==> src/rtl/memory_arbiter_if.sv <==
// Cache-side and memory-side signals of the shared main-memory port.
// slave is the arbiter's view; master is the caches/backing-memory view.
interface memory_arbiter_if #(
  parameter int LINE_WIDTH = 128
);
  logic                  icache_request;
  logic [31:0]           icache_address;
  logic [LINE_WIDTH-1:0] to_icache_data;
  logic                  enable_write_from_memory_to_icache;

  logic                  dcache_read_request;
  logic                  dcache_write_request;
  logic [31:0]           dcache_address;
  logic [LINE_WIDTH-1:0] dcache_write_data;
  logic [LINE_WIDTH-1:0] to_dcache_data;
  logic                  enable_write_from_memory_to_dcache;
  logic                  completed_write_to_memory;

  logic                  mem_enable;
  logic                  mem_write;
  logic [31:0]           mem_address;
  logic [LINE_WIDTH-1:0] mem_write_data;
  logic [LINE_WIDTH-1:0] mem_read_data;

  logic                  busy;

  modport slave (
    input  icache_request, icache_address,
    output to_icache_data, enable_write_from_memory_to_icache,
    input  dcache_read_request, dcache_write_request, dcache_address, dcache_write_data,
    output to_dcache_data, enable_write_from_memory_to_dcache, completed_write_to_memory,
    output mem_enable, mem_write, mem_address, mem_write_data,
    input  mem_read_data,
    output busy
  );

  modport master (
    output icache_request, icache_address,
    input  to_icache_data, enable_write_from_memory_to_icache,
    output dcache_read_request, dcache_write_request, dcache_address, dcache_write_data,
    input  to_dcache_data, enable_write_from_memory_to_dcache, completed_write_to_memory,
    input  mem_enable, mem_write, mem_address, mem_write_data,
    output mem_read_data,
    input  busy
  );
endinterface

==> src/rtl/memory_arbiter.sv <==
// Shares one line-wide memory port between I-cache refills and D-cache refill/writeback; one-cycle strobe
// after a MEM_LATENCY-cycle access, requests are held levels; MEMORY_ARBITER_ROUND_ROBIN_EN adds I/D fairness.
module memory_arbiter #(
  parameter int LINE_WIDTH  = 128,
  parameter int MEM_LATENCY = 5
) (
  input  logic            clock,
  input  logic            reset,
  memory_arbiter_if.slave bus
);
  localparam int OFFSET = $clog2(LINE_WIDTH / 8);
  localparam int CW     = (MEM_LATENCY > 1) ? $clog2(MEM_LATENCY) : 1;
  localparam logic [CW-1:0] COUNT_LOAD = CW'(MEM_LATENCY - 1);
  localparam logic [31:0]   ADDR_MASK  = ~((32'd1 << OFFSET) - 32'd1);

  typedef enum logic [1:0] {IDLE, ACCESS, RESP} state_t;

  state_t                state_q, state_d;
  logic [CW-1:0]         count_q, count_d;
  logic                  owner_q, owner_d;  // 1 = D-cache
  logic                  mem_enable_q, mem_enable_d;
  logic                  mem_write_q, mem_write_d;
  logic [31:0]           mem_address_q, mem_address_d;
  logic [LINE_WIDTH-1:0] mem_write_data_q, mem_write_data_d;
  logic [LINE_WIDTH-1:0] icache_data_q, icache_data_d;
  logic [LINE_WIDTH-1:0] dcache_data_q, dcache_data_d;
  logic                  icache_stb_q, icache_stb_d;
  logic                  dcache_stb_q, dcache_stb_d;
  logic                  write_done_q, write_done_d;
`ifdef MEMORY_ARBITER_ROUND_ROBIN_EN
  logic                  last_owner_q, last_owner_d;
`endif

  logic dcache_pending;
  logic grant_dcache;

  always_comb begin
    dcache_pending = bus.dcache_write_request | bus.dcache_read_request;
`ifdef MEMORY_ARBITER_ROUND_ROBIN_EN
    // On I/D contention the cache not granted last time wins.
    if (dcache_pending && bus.icache_request) grant_dcache = ~last_owner_q;
    else                                      grant_dcache = dcache_pending;
`else
    grant_dcache = dcache_pending;
`endif
  end

  always_comb begin
    state_d          = state_q;
    count_d          = count_q;
    owner_d          = owner_q;
    mem_enable_d     = mem_enable_q;
    mem_write_d      = mem_write_q;
    mem_address_d    = mem_address_q;
    mem_write_data_d = mem_write_data_q;
    icache_data_d    = icache_data_q;
    dcache_data_d    = dcache_data_q;
    icache_stb_d     = 1'b0;
    dcache_stb_d     = 1'b0;
    write_done_d     = 1'b0;
`ifdef MEMORY_ARBITER_ROUND_ROBIN_EN
    last_owner_d     = last_owner_q;
`endif
    case (state_q)
      IDLE: begin
        if (dcache_pending || bus.icache_request) begin
          state_d      = ACCESS;
          count_d      = COUNT_LOAD;
          owner_d      = grant_dcache;
          mem_enable_d = 1'b1;
`ifdef MEMORY_ARBITER_ROUND_ROBIN_EN
          last_owner_d = grant_dcache;
`endif
          if (grant_dcache) begin
            // Writeback always precedes a refill from the same cache.
            mem_write_d      = bus.dcache_write_request;
            mem_address_d    = bus.dcache_address & ADDR_MASK;
            mem_write_data_d = bus.dcache_write_request ? bus.dcache_write_data : '0;
          end else begin
            mem_write_d      = 1'b0;
            mem_address_d    = bus.icache_address & ADDR_MASK;
            mem_write_data_d = '0;
          end
        end
      end
      ACCESS: begin
        if (count_q == '0) begin
          state_d          = RESP;
          mem_enable_d     = 1'b0;
          mem_write_d      = 1'b0;
          mem_address_d    = '0;
          mem_write_data_d = '0;
          if (mem_write_q) begin
            write_done_d = 1'b1;
          end else if (owner_q) begin
            dcache_data_d = bus.mem_read_data;
            dcache_stb_d  = 1'b1;
          end else begin
            icache_data_d = bus.mem_read_data;
            icache_stb_d  = 1'b1;
          end
        end else begin
          count_d = count_q - 1'b1;
        end
      end
      RESP:    state_d = IDLE;
      default: state_d = IDLE;
    endcase
  end

  always_ff @(posedge clock) begin
    if (!reset) begin
      state_q          <= IDLE;
      count_q          <= '0;
      owner_q          <= 1'b0;
      mem_enable_q     <= 1'b0;
      mem_write_q      <= 1'b0;
      mem_address_q    <= '0;
      mem_write_data_q <= '0;
      icache_data_q    <= '0;
      dcache_data_q    <= '0;
      icache_stb_q     <= 1'b0;
      dcache_stb_q     <= 1'b0;
      write_done_q     <= 1'b0;
`ifdef MEMORY_ARBITER_ROUND_ROBIN_EN
      last_owner_q     <= 1'b0;
`endif
    end else begin
      state_q          <= state_d;
      count_q          <= count_d;
      owner_q          <= owner_d;
      mem_enable_q     <= mem_enable_d;
      mem_write_q      <= mem_write_d;
      mem_address_q    <= mem_address_d;
      mem_write_data_q <= mem_write_data_d;
      icache_data_q    <= icache_data_d;
      dcache_data_q    <= dcache_data_d;
      icache_stb_q     <= icache_stb_d;
      dcache_stb_q     <= dcache_stb_d;
      write_done_q     <= write_done_d;
`ifdef MEMORY_ARBITER_ROUND_ROBIN_EN
      last_owner_q     <= last_owner_d;
`endif
    end
  end

  assign bus.to_icache_data                     = icache_data_q;
  assign bus.enable_write_from_memory_to_icache = icache_stb_q;
  assign bus.to_dcache_data                     = dcache_data_q;
  assign bus.enable_write_from_memory_to_dcache = dcache_stb_q;
  assign bus.completed_write_to_memory          = write_done_q;
  assign bus.mem_enable                         = mem_enable_q;
  assign bus.mem_write                          = mem_write_q;
  assign bus.mem_address                        = mem_address_q;
  assign bus.mem_write_data                     = mem_write_data_q;
  assign bus.busy                               = (state_q != IDLE);
endmodule

==> src/flat_wrapper.sv <==
// flat-port wrapper written by rule: the top's interface ports become plain ports
module memory_arbiter_flat 
#(
  parameter int LINE_WIDTH  = 128,
  parameter int MEM_LATENCY = 5
)
  (clock, reset, bus_icache_request, bus_icache_address, bus_to_icache_data, bus_enable_write_from_memory_to_icache, bus_dcache_read_request, bus_dcache_write_request, bus_dcache_address, bus_dcache_write_data, bus_to_dcache_data, bus_enable_write_from_memory_to_dcache, bus_completed_write_to_memory, bus_mem_enable, bus_mem_write, bus_mem_address, bus_mem_write_data, bus_mem_read_data, bus_busy);
  memory_arbiter_if #(.LINE_WIDTH(LINE_WIDTH)) bus_i ();
  input  logic clock;
  input  logic reset;
  input wire logic [$bits(bus_i.icache_request)-1:0] bus_icache_request;
  input wire logic [$bits(bus_i.icache_address)-1:0] bus_icache_address;
  output wire logic [$bits(bus_i.to_icache_data)-1:0] bus_to_icache_data;
  output wire logic [$bits(bus_i.enable_write_from_memory_to_icache)-1:0] bus_enable_write_from_memory_to_icache;
  input wire logic [$bits(bus_i.dcache_read_request)-1:0] bus_dcache_read_request;
  input wire logic [$bits(bus_i.dcache_write_request)-1:0] bus_dcache_write_request;
  input wire logic [$bits(bus_i.dcache_address)-1:0] bus_dcache_address;
  input wire logic [$bits(bus_i.dcache_write_data)-1:0] bus_dcache_write_data;
  output wire logic [$bits(bus_i.to_dcache_data)-1:0] bus_to_dcache_data;
  output wire logic [$bits(bus_i.enable_write_from_memory_to_dcache)-1:0] bus_enable_write_from_memory_to_dcache;
  output wire logic [$bits(bus_i.completed_write_to_memory)-1:0] bus_completed_write_to_memory;
  output wire logic [$bits(bus_i.mem_enable)-1:0] bus_mem_enable;
  output wire logic [$bits(bus_i.mem_write)-1:0] bus_mem_write;
  output wire logic [$bits(bus_i.mem_address)-1:0] bus_mem_address;
  output wire logic [$bits(bus_i.mem_write_data)-1:0] bus_mem_write_data;
  input wire logic [$bits(bus_i.mem_read_data)-1:0] bus_mem_read_data;
  output wire logic [$bits(bus_i.busy)-1:0] bus_busy;
  assign bus_i.icache_request = bus_icache_request;
  assign bus_i.icache_address = bus_icache_address;
  assign bus_to_icache_data = bus_i.to_icache_data;
  assign bus_enable_write_from_memory_to_icache = bus_i.enable_write_from_memory_to_icache;
  assign bus_i.dcache_read_request = bus_dcache_read_request;
  assign bus_i.dcache_write_request = bus_dcache_write_request;
  assign bus_i.dcache_address = bus_dcache_address;
  assign bus_i.dcache_write_data = bus_dcache_write_data;
  assign bus_to_dcache_data = bus_i.to_dcache_data;
  assign bus_enable_write_from_memory_to_dcache = bus_i.enable_write_from_memory_to_dcache;
  assign bus_completed_write_to_memory = bus_i.completed_write_to_memory;
  assign bus_mem_enable = bus_i.mem_enable;
  assign bus_mem_write = bus_i.mem_write;
  assign bus_mem_address = bus_i.mem_address;
  assign bus_mem_write_data = bus_i.mem_write_data;
  assign bus_i.mem_read_data = bus_mem_read_data;
  assign bus_busy = bus_i.busy;
  memory_arbiter #(.LINE_WIDTH(LINE_WIDTH), .MEM_LATENCY(MEM_LATENCY)) u_core (.clock(clock), .reset(reset), .bus(bus_i));
endmodule
==> config.mk <==
export PLATFORM = sky130hd
export DESIGN_NAME = memory_arbiter_flat
export DESIGN_NICKNAME = d
export VERILOG_FILES = /design/src/rtl/memory_arbiter_if.sv /design/src/rtl/memory_arbiter.sv /design/src/flat_wrapper.sv
export SDC_FILE = /design/constraint.sdc
export NUM_CORES = 1
export LEC_CHECK = 0
export CAP_MARGIN = 5
export CORE_AREA = 10 10 280 282
export DETAILED_ROUTE_END_ITERATION = 7
export DIE_AREA = 0 0 290 292
export GPL_TIMING_DRIVEN = 1
export PLACE_DENSITY = 0.56
export SLEW_MARGIN = 20
export SYNTH_ARGS = -nofsm -noshare
export SYNTH_HDL_FRONTEND = slang
export SYNTH_SLANG_ARGS = --single-unit
==> constraint.sdc <==
create_clock -name clock -period 2 [get_ports clock]
set_input_delay 0.4 -clock clock [delete_from_list [all_inputs] [get_ports clock]]
set_output_delay 0.4 -clock clock [all_outputs]
set_load 0.05 [all_outputs]
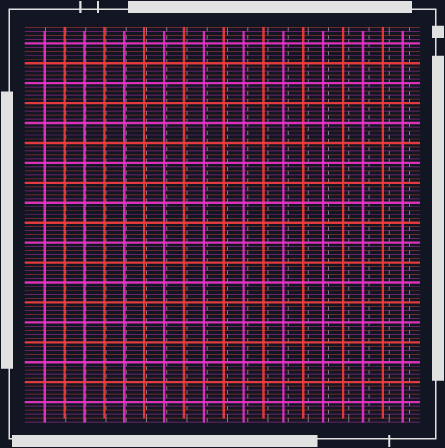
Figure 1: run 1, floorplan with the power grid.
Pins as bars on the die edge. Tap cells in grey.
[VDD] red
[VSS] magenta
met4 straps: 19
rows: 99

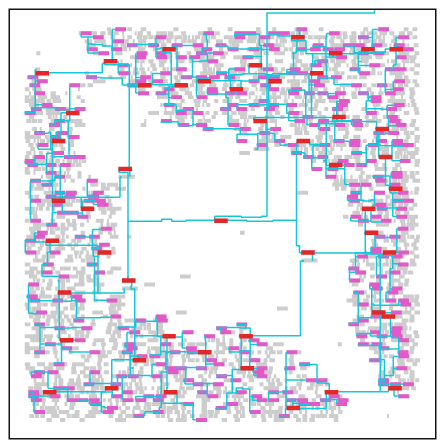
Figure 2: run 1, routed clock nets over the placement.
[clock wires] cyan | length: 6260 microns
[flip-flops] magenta | count: 423
[clock drivers] red | count: 49
flops lie: all over the die

==> summary.txt, run 1 <==
Notes on the flow outputs.

- The tool flagged a number of max-cap violations equal to 0.
- Setup violations remaining at the end of the flow were counted as 0.
- The total DRC errors in the routed layout is 0.
- The die covers 0.0847 sq mm.
- The warning tally printed by Yosys for this design is 0.
- The count of fill cells added during filler insertion is 7409.
- For this run, the chip area from Yosys synthesis comes to 0.0170 sq mm.
- The cell accounting for the most synthesized area reads dfxtp_1.
- The fraction of met2 tracks used by global routing reads 0.287.
- The fraction of area in registers reads 0.317.
- Among all cell classes, the greatest summed area belongs to flip-flops and latches.
- The share of the core filled by cells before placement reads 0.234.
- The clock buffer and inverter area fraction after layout reads 0.0620.
- The report lists the cells along the critical path as dlygate4sd2_1.
- The worst-margin pin slew is 574 ps.
- The number of core rows reads between 90 and 100.
- The most instantiated library cell after synthesis reads dfxtp_1.
- The pre-CTS setup slack reads -101 ps.
- The fraction of cell area in multi-input combinational cells is reported as 0.285.
- The count of different cell masters after synthesis is 38.
- The hold buffer count at CTS reads 0.
- The non-clock inverter count in the final layout reads 8.
- Between the synthesized netlist and the finished layout, the area growth was recorded as 56.8%.
- The overall die height reads 292 microns.
- The commonest cells after synthesis are dfxtp_1, nand2_1, mux2i_1.
- Checking max transition, the worst relative margin is 0.619.
- met3 track demand over resource after global routing is 0.0537.
- The placer congestion estimate is 0.852.
- The critical path buffer and inverter count is 1.
- For reference, the final report shows the hold violation count at 0.
- The per-cell via count in the routed design is roughly 4.6.
- The synthesized netlist handed to floorplanning was reported with a cell count of 1823.
- The length of the first detailed-routing pass in iterations reads 6.
- The number of multi-input combinational cells in the layout is ~1200.
- The portion of the clock cycle consumed by the worst path in the final layout is 0.971.
- The total wire length reads 74600 microns.
- The flow ran to the end, and the final reports show no timing, DRC or antenna violations.
- Across the placement rows, the number of tap cells is ~960.
- Post-synth the commonest register cell is dfxtp_1.
- The number of max-slew violations in the final report is 0.
- Derived from the worst setup path, the maximum achievable clock frequency is 0.515 GHz.
- The total instance count after detailed placement reads 3415.
- The net count reported at finish is 2837.
- Per the final layout report, the fraction of cells sized above drive strength 1 comes to 0.155.
- The footprint of the flip-flops and latches reads 0.00847 sq mm.
- For this run, asynchronously set or reset flops after synthesis account for 0.
- Per the layout area report, the combinational gate area comes to 0.00760 sq mm.
- The count of plain and timing-repair buffers reads slightly above 800.
- The clock reaches the later pin of the worst-skew pair after just over 600 ps.
- The minimum clock period after layout is about 2000 ps.
- The overflow left after global routing is 0.
- After layout, the setup clock skew is reported as ~30 ps.
- The min-delay analysis places its worst path in the category in2reg.
- The maximum ir drop on the vdd rail is 648 uV.
- The number of standard cells reported by yosys is 1823.
- The total number of vias reads 16300.
- The startpoint type of the worst setup path reads a flip-flop.
- The H-tree generated during clock tree synthesis spans 2 levels.
- The number of enable-type register cells in the synthesized netlist reads 0.
- Setup repair after global routing left no endpoint under its margin.
- The met1 capacity usage during global routing reads 0.182.
- For reference, the top cells by area after synthesis are dfxtp_1, mux2i_1, nand2_1.
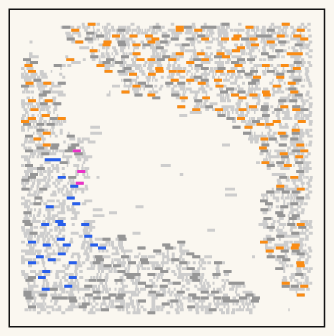
Figure 3: run 1, sequential cells coloured by netlist name.
Other sequential cells in the stronger grey, the rest of the logic in the fainter grey.
[u_core.bus.to_dcache_data] orange | sequential cells: 128
[u_core.bus.mem_address] blue | sequential cells: 28
[u_core.count_q] magenta | sequential cells: 3
not coloured: 264

## run 1: worst register-to-register path, cell delays in order, from the launching register on
cell      delay [ps]
dfxtp_1          350
inv_1             70
ha_1             250
nor2b_1          180
nand4b_1         160
buf_12           220
buf_12           320
mux2i_1          260
## run 1: stage by stage
| step | setup TNS, ps | utilization | instance area, sq um |
|---|---|---|---|
| after CTS | 0 | 0.367 | 26700 |
| final | 0 | 0.368 | 26700 |
| after global placement | -870 | 0.348 | 25300 |
| after detailed placement | -3510 | 0.348 | 25300 |
| after floorplan | 0 | - | 17000 |
| after global routing | 0 | 0.367 | 26700 |
## run 1: cells in the final DEF, fill, tap and decap left out, drive strengths merged
master,synthesis,layout
dfxtp,423,423
nand2,388,388
clkdlybuf4s50,0,314
buf,98,281
mux2i,256,256
dlygate4sd2,0,229
a21oi,159,159
o211ai,157,157
nand3,128,128
clkbuf,94,73
o21ai,30,30
a211o,28,28
or3b,28,28
clkinv,0,14
diode,0,9
inv,7,8
conb,1,4
a21boi,3,3
o221ai,2,2
or3,2,2
or2,2,2
nand2b,2,2
ha,2,2
bufinv,0,2
nor3,2,2
nor2,2,2
nor4bb,1,1
nor3b,1,1
and3,1,1
a211oi,1,1
a311oi,1,1
nor2b,1,1
nand4,1,1
nand4b,1,1
nand4bb,1,1
clkinvlp,0,1
## run 1: logic make-up after synthesis
logic type | after synthesis | share of synthesized area
fa+ha+maj | 2 | 0.00147
compound gates | 381 | 0.147
flops | 423 | 0.498
mux | 256 | 0.151
simple gates | 561 | 0.145
buf+inv | 199 | 0.0577
other cells | 1 | 0.000220
## run 1: layer usage
| layer | share of wire | wire (microns) | vias up |
|---|---|---|---|
| met4 | 0.039 | 2920 | 4 |
| met1 | 0.39 | 29100 | 7772 |
| li1 | - | - | 7768 |
| met3 | 0.076 | 5690 | 135 |
| met2 | 0.50 | 37000 | 586 |
| met5 | 0.00031 | 23 | - |
## run 1: sequential cells by signal, summed over array words and instances (netlist names)
register and cells:
u_core.bus.mem_write_data 128, u_core.bus.to_dcache_data 128, u_core.bus.to_icache_data 128, u_core.bus.mem_address 28, u_core.count_q 3, u_core.state_q 2, u_core.bus.completed_write_to_memory 1, u_core.bus.enable_write_from_memory_to_dcache 1
u_core.bus.enable_write_from_memory_to_icache 1, u_core.bus.mem_enable 1, u_core.bus.mem_write 1, u_core.owner_q 1
## run 1: worst paths after layout
check                                               end  depth (start not counted)  slack, ps                                       start
max                              bus_mem_write_data[43]                          1         60  u_core.bus.mem_write_data[43]$_SDFFE_PN0P_
min           u_core.bus.to_icache_data[4]$_SDFFE_PN0P_                          3        230                                       reset
max reg2reg  u_core.bus.to_icache_data[22]$_SDFFE_PN0P_                          7        120              u_core.count_q[0]$_SDFFE_PN0P_
min reg2reg  u_core.bus.to_dcache_data[46]$_SDFFE_PN0P_                          2        450  u_core.bus.to_dcache_data[46]$_SDFFE_PN0P_
## run 1: power by group
group	switching [mW]	internal (mW)
Clock	3.81	5.27
Combinational	4.38	2.24
Sequential	0.336	9.03
Total	8.53	16.5
## run 1: what timing repair did
item	in CTS	in global routing
buffers inserted	2	0
gates resized	231	0
setup endpoints to repair	230	0
Figure 4. Cells coloured by class (run 1).
Bar = 100 microns.
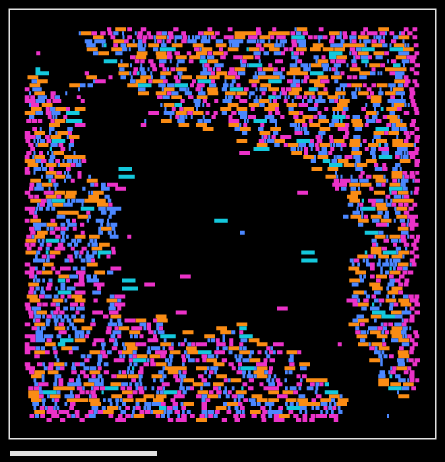

==> run 2, diff against run 1 <==
Settings changed: CORE_AREA 10 10 280 282 to default, CORE_ASPECT_RATIO from default to 0.5, CORE_MARGIN from default to 10, CORE_UTILIZATION from default to 30, DIE_AREA 0 0 290 292 to default, PLACE_DENSITY 0.56 to 0.67, SETUP_SLACK_MARGIN from default to 0.1.
Clock period 2 ns to 2.45 ns, I/O delays scaled along.
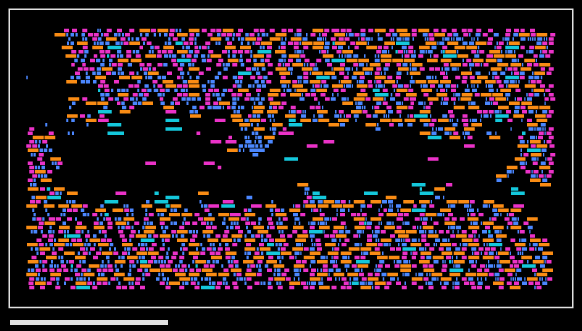
Figure 5: run 2, cells coloured by class.
Bar = 100 microns.
[combinational and other logic] blue | cells: 1211 | share of their area: 30%
[clock drivers and dummy loads] cyan | cells: 70 | share of their area: 5.2%
[flops] orange | cells: 423 | share of their area: 33%
[other buffers and delay cells] magenta | cells: 782 | share of their area: 31%

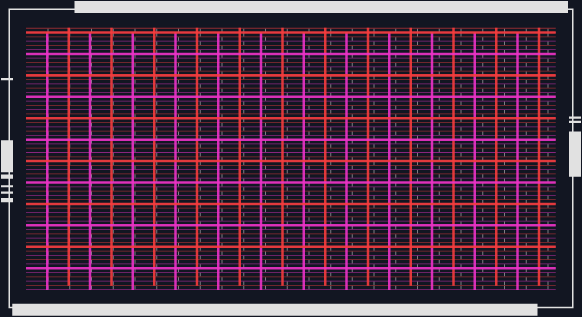
Figure 6: run 2, floorplan with the power grid.
Pins as bars on the die edge. Tap cells in grey.
[VSS] magenta
[VDD] red
met4 straps: 24
met1 rails: 62
met5 straps: 12
tap cells: 756
signal pins: 747

==> run 2 against run 1 <==
Net effect:
- routed wire length shrank 3.8%
- sequential cell count is the same
- clock skew down 0.55 ps
- via count is 2.0% lower
- sequential share of layout area up 0.39 points
- critical endpoint is now bus_to_dcache_data[29]
- largest cell class unchanged
- highest routed layer is now met4
==> summary.txt, run 2 <==
Notes on the flow outputs.

- The run finished with clean final reports.
- The gate count after technology mapping is 1823 (unchanged).
- The largest delay contributor family on the critical path is buffers and inverters.
- The pre-CTS setup slack reads 211 ps (+312 ps).
- The later-pin clock latency in the skew report is 570 ps (-40 ps).
- Leaving out filler cells and counting taps, the final layout contains 3256.
- According to the CTS report, the clock sink count is 423.
- The number of nets still failing antenna checks after routing is 0.
- The cell accounting for the most synthesized area is dfxtp_1.
- The detailed-routed wire length on met3 came to 3200 microns (-44%).
- The xor/xnor cell area share of the yosys netlist reads 0 (unchanged).
- The total routed wire length on the met1 layer reads 26900 microns (-7.6%).
- The slowest stage of the critical path is the clkdlybuf4s50_1 cell.
- The total DRC errors in the routed layout reads 0 (unchanged).
- For this run, the total global-route usage over all layers was measured as 0.200.
- The per-cell via count in the routed design reads 4.90 (+5.9%).
- The synthesized area per cell is between 9 and 10 sq um.
- The total number of vias is 15900 (-2.0%).
- The async set or reset register ratio after synthesis reads 0 (unchanged).
- The overflow left after global routing reads 0 (unchanged).
- The portion of the clock cycle consumed by the worst path in the final layout is 0.950.
- The minimum clock period after layout is roughly 2300 ps.
- The wire length per cell after detailed routing is 22.1 microns.
- The placer congestion estimate is 0.892 (+4.7%).
- The floorplan step defined a core boundary enclosing 0.0558 sq mm.
- The count of different cell masters after synthesis is 38 (unchanged).
- The number of core rows reads 61 (-38%).
- The fraction of the yosys area taken by sequential cells is 0.498.
- The summed standard-cell area reported by yosys is 0.0170 sq mm (unchanged).
- In this run, CTS created clock tree buffers numbering 41.
- The clock transition at the registers of the reported paths is approximately 60 ps.
- The worst slew slack as a fraction of its limit reads 0.371 (-0.248).
- The highest net fanout along the worst path is 2.
- The critical path buffer and inverter count is 1 (unchanged).
- The number of max-slew violations in the final report is 0 (unchanged).
- The overall die height is 188 microns (-35%).
- The worst-margin pin slew reads 943 ps (+370 ps).
- The reported max-cap violation count is 0 (unchanged).
- STA classifies the critical path startpoint as a flip-flop.
- In this run the horizontal extent of the chip is 357 microns.
- The worst endpoint required time reads 1960 ps.
- The synthesized-area fraction occupied by ao, oa, aoi and oai cells is 0.147 (unchanged).
- The most numerous logic cell after layout reads clkdlybuf4s50_1.
- Setup repair after global routing left no endpoint under its margin.
- The area fraction in and, or, nand and nor cells after synthesis is 0.145 (unchanged).
- The synthesized cell area reads 0.0170 sq mm.
- TritonCTS built the clock tree.
- The maximum number of pins on one net before global-route repair is 129.
- The maximum ir drop on the vdd rail is 407 uV (-37%).
- The initial antenna violation count is 14.
- The mux share of post-synthesis cell area was 0.151 (unchanged).
- The number of global-route vias before repair is between 15000 and 20000.
- The total wire length is 71800 microns (-3.8%).
- The dominant register cell is dfxtp_1.
- The number of standard cells reported by yosys is 1823 (unchanged).
- The setup-violating endpoint count in the final report reads 0 (unchanged).
- The kind of capture point of the worst setup path is an output pin.
- The largest single stage delay on the critical path is 850 ps.
- The synthesis-to-layout area growth reads 54.9%.
- The top routing layer in use is met4.
- The warning count from the yosys run reads 0 (unchanged).
- The worst clock skew reads 29.1 ps (-0.547 ps).
- The top cell types in the final layout, fill and taps aside, are clkdlybuf4s50_1, dfxtp_1, nand2_1.
- The warning total across the stage logs is 39.
- The signal arrival time at the worst endpoint reads 1840 ps.
- The clock tree root driver cell reads clkbuf_16.
- The overall power of the completed layout reads 19.5 mW.
- Per the OpenROAD power report, leakage power amounts to around 11 nW.
- The share of the synthesized area in the top cell type reads 0.498.
- The net count reported at finish reads 2786 (-1.8%).
- The type of the tightest min-delay check is in2reg.
- The summed negative setup slack over all endpoints is 0 ps (unchanged).
- The total instance count after detailed placement reads 3172 (-7.1%).
- The post-route worst setup slack reads 122 ps.
- Across all hold checks on the routed design, the worst slack comes to roughly 360 ps.
- The wire length of the first global-routing pass reads between 100000 and 150000 microns.
- The synthesis-stage register bit count is 423.
- The count of routing violations after the opening detailed-route iteration reads 1272.
- The share of final-layout standard cells stronger than drive strength 1 came to 0.0595 (-0.0958).
- The adder and majority gate portion of the synthesized area is 0.00147 (unchanged).
- The longest clock path from root to sink contains 3 buffers.
- The H-tree depth reported by CTS is 2 (unchanged).
- The hold violation total from the final report reads 0 (unchanged).
- The fmax reads 0.430 GHz.
- The placed wire-length estimate after detailed placement reads roughly 53000 microns.
- The most instantiated library cell after synthesis is dfxtp_1.
- For reference, the critical path cell chain is clkdlybuf4s50_1.
- Yosys reports that the most numerous cell types are dfxtp_1, nand2_1, mux2i_1.
- The share of the core filled by cells before placement is 0.305 (+0.0706).
- The die area came to 0.0672 sq mm (-21%).
- The kind of critical path is reg2out.
- The number of primary I/O pins reads ~750.
- The placement report lists the number of port buffers as about 730.
- In the post-synthesis netlist, the biggest area contributors are dfxtp_1, mux2i_1, nand2_1.
- The length of the first detailed-routing pass in iterations reads 5 (-1).
- The areal power density over the cells reads 741 mW/mm^2.
- The number of enable-type register cells in the synthesized netlist is 0 (unchanged).
- The total met2 wirelength after detailed routing is 38700 microns (+4.6%).
- The synthesis run identifies the leading combinational cell family as multiplexers.
run 2: kinds of logic after synthesis:
family | Yosys count
buffers and inverters | 199
DFF | 423
muxes | 256
other | 1
adders and majority gates | 2
AOI/OAI and AO/OA | 381
and+or+nand+nor | 561
run 2: timing repair:
action / in CTS / in global routing
hold buffers: 0 / 0
endpoints found under the setup margin: 16 / 93
resized: 16 / 9
setup buffers: 0 / 0
run 2: path summary, 6_finish.rpt:
kind	from	endpoint	slack, ps	depth (start not counted)
setup reg to reg	u_core.count_q[0]$_SDFFE_PN0P_	u_core.bus.to_dcache_data[32]$_SDFFE_PN0P_	260	6
hold / removal	reset	u_core.bus.to_icache_data[106]$_SDFFE_PN0P_	360	3
hold reg to reg	u_core.bus.to_dcache_data[75]$_SDFFE_PN0P_	u_core.bus.to_dcache_data[75]$_SDFFE_PN0P_	460	2
setup / recovery	u_core.bus.to_dcache_data[29]$_SDFFE_PN0P_	bus_to_dcache_data[29]	120	1
run 2: layout make-up:
cell class              instances  area (sq um)
diodes                         14          35.0
clock buffers                  60          1210
flip-flops and latches        423          8470
inverters                       7          36.3
repair buffers                782          7940
multi-input cells            1204          7600
well taps                     756           946
fillers                      5342         29400
clock inverters                10           116
run 2: per-layer routing:
layer | track usage | vias up
met4 | 0.0940 | 0
met3 | 0.0376 | 144
met2 | 0.363 | 413
li1 | - | 7662
met5 | 0 | -
met1 | 0.225 | 7728
run 2: stage by stage:
stage	area (sq um)	util
after global placement	25000	0.448
after global routing	26300	0.472
final	26300	0.472
after CTS	26300	0.471
after floorplan	17000	-
after detailed placement	25000	0.448
run 2: report_power, final:
part / total (mW) / internal, mW / switching [mW]
clock: 6.43 / 3.55 / 2.88
sequential: 7.63 / 7.36 / 0.270
combinational: 5.46 / 1.93 / 3.52
total: 19.5 / 12.8 / 6.67
Figure 7. Sequential cells coloured by netlist name (run 2).
Other sequential cells in the stronger grey, the rest of the logic in the fainter grey.
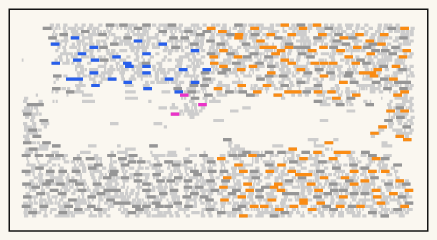

==> run 3, diff against run 2 <==
Settings changed: CORE_AREA from default to 10 10 280 282, CORE_ASPECT_RATIO 0.5 to default, CORE_MARGIN 10 to default, CORE_UTILIZATION 30 to default, DIE_AREA from default to 0 0 290 292, PLACE_DENSITY 0.67 to 0.56.
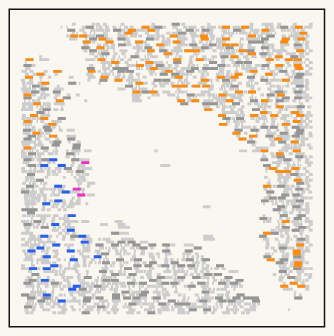
Figure 8: run 3, sequential cells coloured by netlist name.
Other sequential cells in the stronger grey, the rest of the logic in the fainter grey.
[u_core.bus.mem_address] blue | sequential cells: 28
[u_core.count_q] magenta | sequential cells: 3
[u_core.bus.to_dcache_data] orange | sequential cells: 128

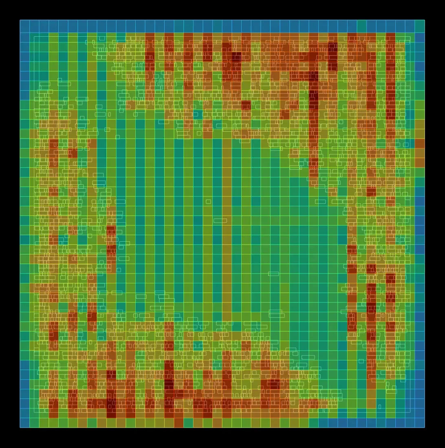
Figure 9: run 3, routing congestion.
routed length per instance: 21.3 microns
met3 demand-to-capacity share in global routing: 0.0574

==> run 3 against run 2 <==
Net effect:
- critical path depth unchanged
- largest cell class unchanged
- design area rose by 2.5%
- first-iteration DRC count down 34%
- maximum frequency grew 0.54%
- highest routed layer unchanged
- count of clock-buffer cells in the layout up 15
- power up 5.1%
- routed wire length up 3.1%
- worst setup slack better by 13 ps
- final cell count grew 6.8%
- area after synthesis did not move
- utilization is 10 points lower
- sequential share of layout area fell by 0.78 points
==> summary.txt, run 3 <==
Notes on the flow outputs.

- The cell-internal power came to 13.6 mW (+6.0%).
- The number of buffers created by CTS reads 50 (+22%).
- The tree is rooted in a clkbuf_16.
- The total met2 wirelength after detailed routing is 36400 microns (-5.8%).
- The total routing resource utilization after global routing reads 0.165 (-0.0355).
- The hold violation total from the final report is 0 (unchanged).
- The fmax reads 0.432 GHz (+0.54%).
- The total DRC errors in the routed layout came to 0 (unchanged).
- The final-layout worst hold slack reads 324 ps (-31.8 ps).
- The switching power share of the total is 0.336 (-0.00593).
- The flow ran to the end, and the final reports show no timing, DRC or antenna violations.
- The summed standard-cell area reported by yosys reads 0.0170 sq mm (unchanged).
- The number of global-route vias before repair came to 16500 (+7.3%).
- The cell accounting for the most synthesized area is dfxtp_1.
- The kind of capture point of the worst setup path reads an output pin.
- The number of max-slew violations in the final report was 0 (unchanged).
- The overall die height came to 292 microns (+55%).
- The detailed-routed wire length on met3 is 6120 microns (+92%).
- The number of cells on the worst reg-to-reg path reads 7 (+1).
- The slowest stage cell on the critical path is clkdlybuf4s50_1.
- The async set or reset register ratio after synthesis reads 0 (unchanged).
- The total number of vias is 16100 (+0.85%).
- The cell count of the worst hold path reads 3 (unchanged).
- Setup repair after global routing left no endpoint under its margin.
- The worst hold path endpoint reads u_core.bus.to_dcache_data[76]$_SDFFE_PN0P_.
- The warning total across the stage logs is 39 (unchanged).
- The wire length of the first global-routing pass came to 109000 microns (+5.6%).
- The synthesized area per cell is 9.33 sq um (unchanged).
- The core footprint reads 0.0726 sq mm (+30%).
- The hold buffer count at CTS came to 0 (unchanged).
- The part of the total power dissipated in combinational logic is 0.265 (-0.014).
- The top routing layer in use reads met4.
- The internal reg-to-reg setup slack came to 280 ps (+20 ps).
- The summed negative setup slack over all endpoints reads 0 ps (unchanged).
- The H-tree depth reported by CTS reads 2 (unchanged).
- The reg-to-reg startpoint is u_core.count_q[0]$_SDFFE_PN0P_.
- The tally of buffers added on design ports came to 734 (unchanged).
- The maximum number of pins on one net before global-route repair reads 132 (+2.3%).
- The worst slew slack as a fraction of its limit is 0.398 (+0.0274).
- The share of the core filled by cells before placement was 0.234 (-0.0706).
- Listed in order, past its start point the critical path passes clkdlybuf4s50_1.
- The fraction of the yosys area taken by sequential cells is 0.498 (unchanged).
- The total routed wire length on the met1 layer reads 28300 microns (+5.4%).
- The delay of the slowest critical-path stage reads 890 ps (+40 ps).
- The reported max-cap violation count was 0 (unchanged).
- The net count reported at finish reads 2799 (+0.47%).
- The largest delay contributor family on the critical path reads buffers and inverters.
- The synthesis-stage register bit count reads 423 (unchanged).
- The library cells used most frequently in the layout, excluding fill and tap cells, are clkdlybuf4s50_1, dfxtp_1, nand2_1.
- The type of the tightest min-delay check is in2reg.
- The dominant register cell is dfxtp_1.
- The library cell used most frequently in the layout, excluding fill and tap cells, is clkdlybuf4s50_1.
- The number of nets still failing antenna checks after routing is 0 (unchanged).
- The switching power total is 6.89 mW (+3.3%).
- The signal arrival time at the worst endpoint was 1830 ps (about the same).
- The initial antenna violation count came to 9 (-5).
- The worst endpoint required time is 1960 ps (about the same).
- The per-cell via count in the routed design reads 4.63 (-5.6%).
- The overflow left after global routing came to 0 (unchanged).
- The number of standard cells reported by yosys was 1823 (unchanged).
- The synthesized cell area is 0.0170 sq mm (unchanged).
- The placer congestion estimate reads 0.856 (-4.1%).
- TritonCTS built the clock tree.
- The pre-CTS setup slack is 183 ps (-27.9 ps).
- The worst clock skew is 22.8 ps (-6.33 ps).
- The source of the worst hold timing path is reset.
- The gate count after technology mapping is 1823 (unchanged).
- The portion of the clock cycle consumed by the worst path in the final layout reads 0.945 (-0.00514).
- The highest net fanout along the worst path reads 2 (unchanged).
- The clock transition at the registers of the reported paths reads 60 ps (about the same).
- STA classifies the critical path startpoint as a flip-flop.
- The critical path buffer and inverter count was 1 (unchanged).
- The portion of total power attributed to sequential cells is 0.373 (-0.018).
- The post-route worst setup slack was 135 ps (+12.6 ps).
- The count of fill cells added during filler insertion reads 7370 (+38%).
- The setup-violating endpoint count in the final report is 0 (unchanged).
- The clock share of power is 0.362 (+0.033).
- The count of routing violations after the opening detailed-route iteration reads 842 (-34%).
- The footprint of the flip-flops and latches came to 0.00847 sq mm (unchanged).
- The x dimension of the die is 290 microns (-19%).
- The number of core rows is 99 (+62%).
- The kind of critical path is reg2out.
- The placed wire-length estimate after detailed placement reads 55300 microns (+4.4%).
- The maximum root-to-sink buffer count is 3 (unchanged).
- The maximum ir drop on the vdd rail was 463 uV (+14%).
- The number of enable-type register cells in the synthesized netlist came to 0 (unchanged).
- The critical register-to-register path endpoint is u_core.bus.to_dcache_data[2]$_SDFFE_PN0P_.
- The share of final-layout standard cells stronger than drive strength 1 was 0.0678 (+0.00822).
- The minimum clock period after layout is 2320 ps (-12.6 ps).
- The die area was 0.0847 sq mm (+26%).
- The count of different cell masters after synthesis was 38 (unchanged).
- The leakage power summed over all cells is 11.5 nW (+4.7%).
- The areal power density over the cells was 760 mW/mm^2 (+2.5%).
- The area of the multi-input gates is 0.00760 sq mm (about the same).
- The total wire length reads 74000 microns (+3.1%).
- The warning count from the yosys run is 0 (unchanged).
- By count the netlist is led by dfxtp_1, nand2_1, mux2i_1.
- The flow measured a signed area growth from synthesis to layout of 58.7%.
- dfxtp_1 is the most common cell in the netlist.
- The final core area utilization came to 0.372 (-0.100).
- The worst-margin pin slew is 902 ps (-41.1 ps).
- The later-pin clock latency in the skew report reads 590 ps (+20 ps).
- The share of the synthesized area in the top cell type is 0.498 (unchanged).
- The number of primary I/O pins came to 747 (unchanged).
- The number of sinks handled by clock tree synthesis reads 423 (unchanged).
- The synthesis report lists the most area-consuming cells as dfxtp_1, mux2i_1, nand2_1.
- The length of the first detailed-routing pass in iterations was 5 (unchanged).
-- run 3: worst max path at each step --
stage / from / endpoint / slack, ps / cells after the start
floorplan: bus_dcache_write_request / u_core.bus.mem_address[31]$_SDFFE_PN0P_ / 870 / 5
global placement: bus_dcache_read_request / u_core.bus.mem_write_data[20]$_SDFFE_PN0P_ / 230 / 7
global route: u_core.bus.to_dcache_data[52]$_SDFFE_PN0P_ / bus_to_dcache_data[52] / 100 / 1
CTS: u_core.bus.to_icache_data[60]$_SDFFE_PN0P_ / bus_to_icache_data[60] / 100 / 1
detailed placement: bus_dcache_read_request / u_core.bus.mem_write_data[81]$_SDFFE_PN0P_ / 180 / 7
finish: u_core.bus.mem_write_data[87]$_SDFFE_PN0P_ / bus_mem_write_data[87] / 130 / 1
-- run 3: repair_timing --
action	4_1_cts	5_1_grt
cloned	0	0
setup endpoints to repair	43	17
buffers inserted	0	0
gates resized	43	17
-- run 3: cell type report --
type                       count  share of cell area
timing repair buffer         786               0.297
multi-input combinational   1204               0.281
inverter                       7             0.00134
sequential                   423               0.314
tap                          959              0.0444
clock inverter                14             0.00728
antenna                        9            0.000834
clock buffer                  75              0.0539
-- run 3: power by group through the flow --
stage	combinational [mW]	clock (mW)	sequential, mW
after floorplan	1.73	0	9.37
after global placement	5.47	0	7.77
after detailed placement	5.51	0	7.79
after CTS	5.50	7.64	7.65
after global routing	5.72	7.93	7.70
final	5.44	7.42	7.65
-- run 3: through the flow --
step / instances / power (mW) / instance area (sq um)
after floorplan: 1826 / 11.1 / 17000
after global placement: 3379 / 13.2 / 25300
after detailed placement: 3379 / 13.3 / 25300
after CTS: 3468 / 20.8 / 26900
after global routing: 3477 / 21.4 / 27000
final: 3477 / 20.5 / 27000
-- run 3: kinds of logic (layout without fill, tap and decap cells) --
group | count (synthesis) | in the layout | share of synthesized area
multiplexers | 256 | 256 | 0.151
other | 1 | 13 | 0.000220
adder cells (fa/ha/maj) | 2 | 2 | 0.00147
AND/OR/NAND/NOR | 561 | 561 | 0.145
flip-flops | 423 | 423 | 0.498
AND-OR/OR-AND | 381 | 381 | 0.147
buffers and inverters | 199 | 882 | 0.0577
-- run 3: metal layers --
layer / track usage / vias up
met5: 0 / -
met2: 0.285 / 607
li1: - / 7673
met4: 0.0718 / 0
met3: 0.0574 / 153
met1: 0.180 / 7650
No activity file was given, so power comes from the tool's default toggle rates.
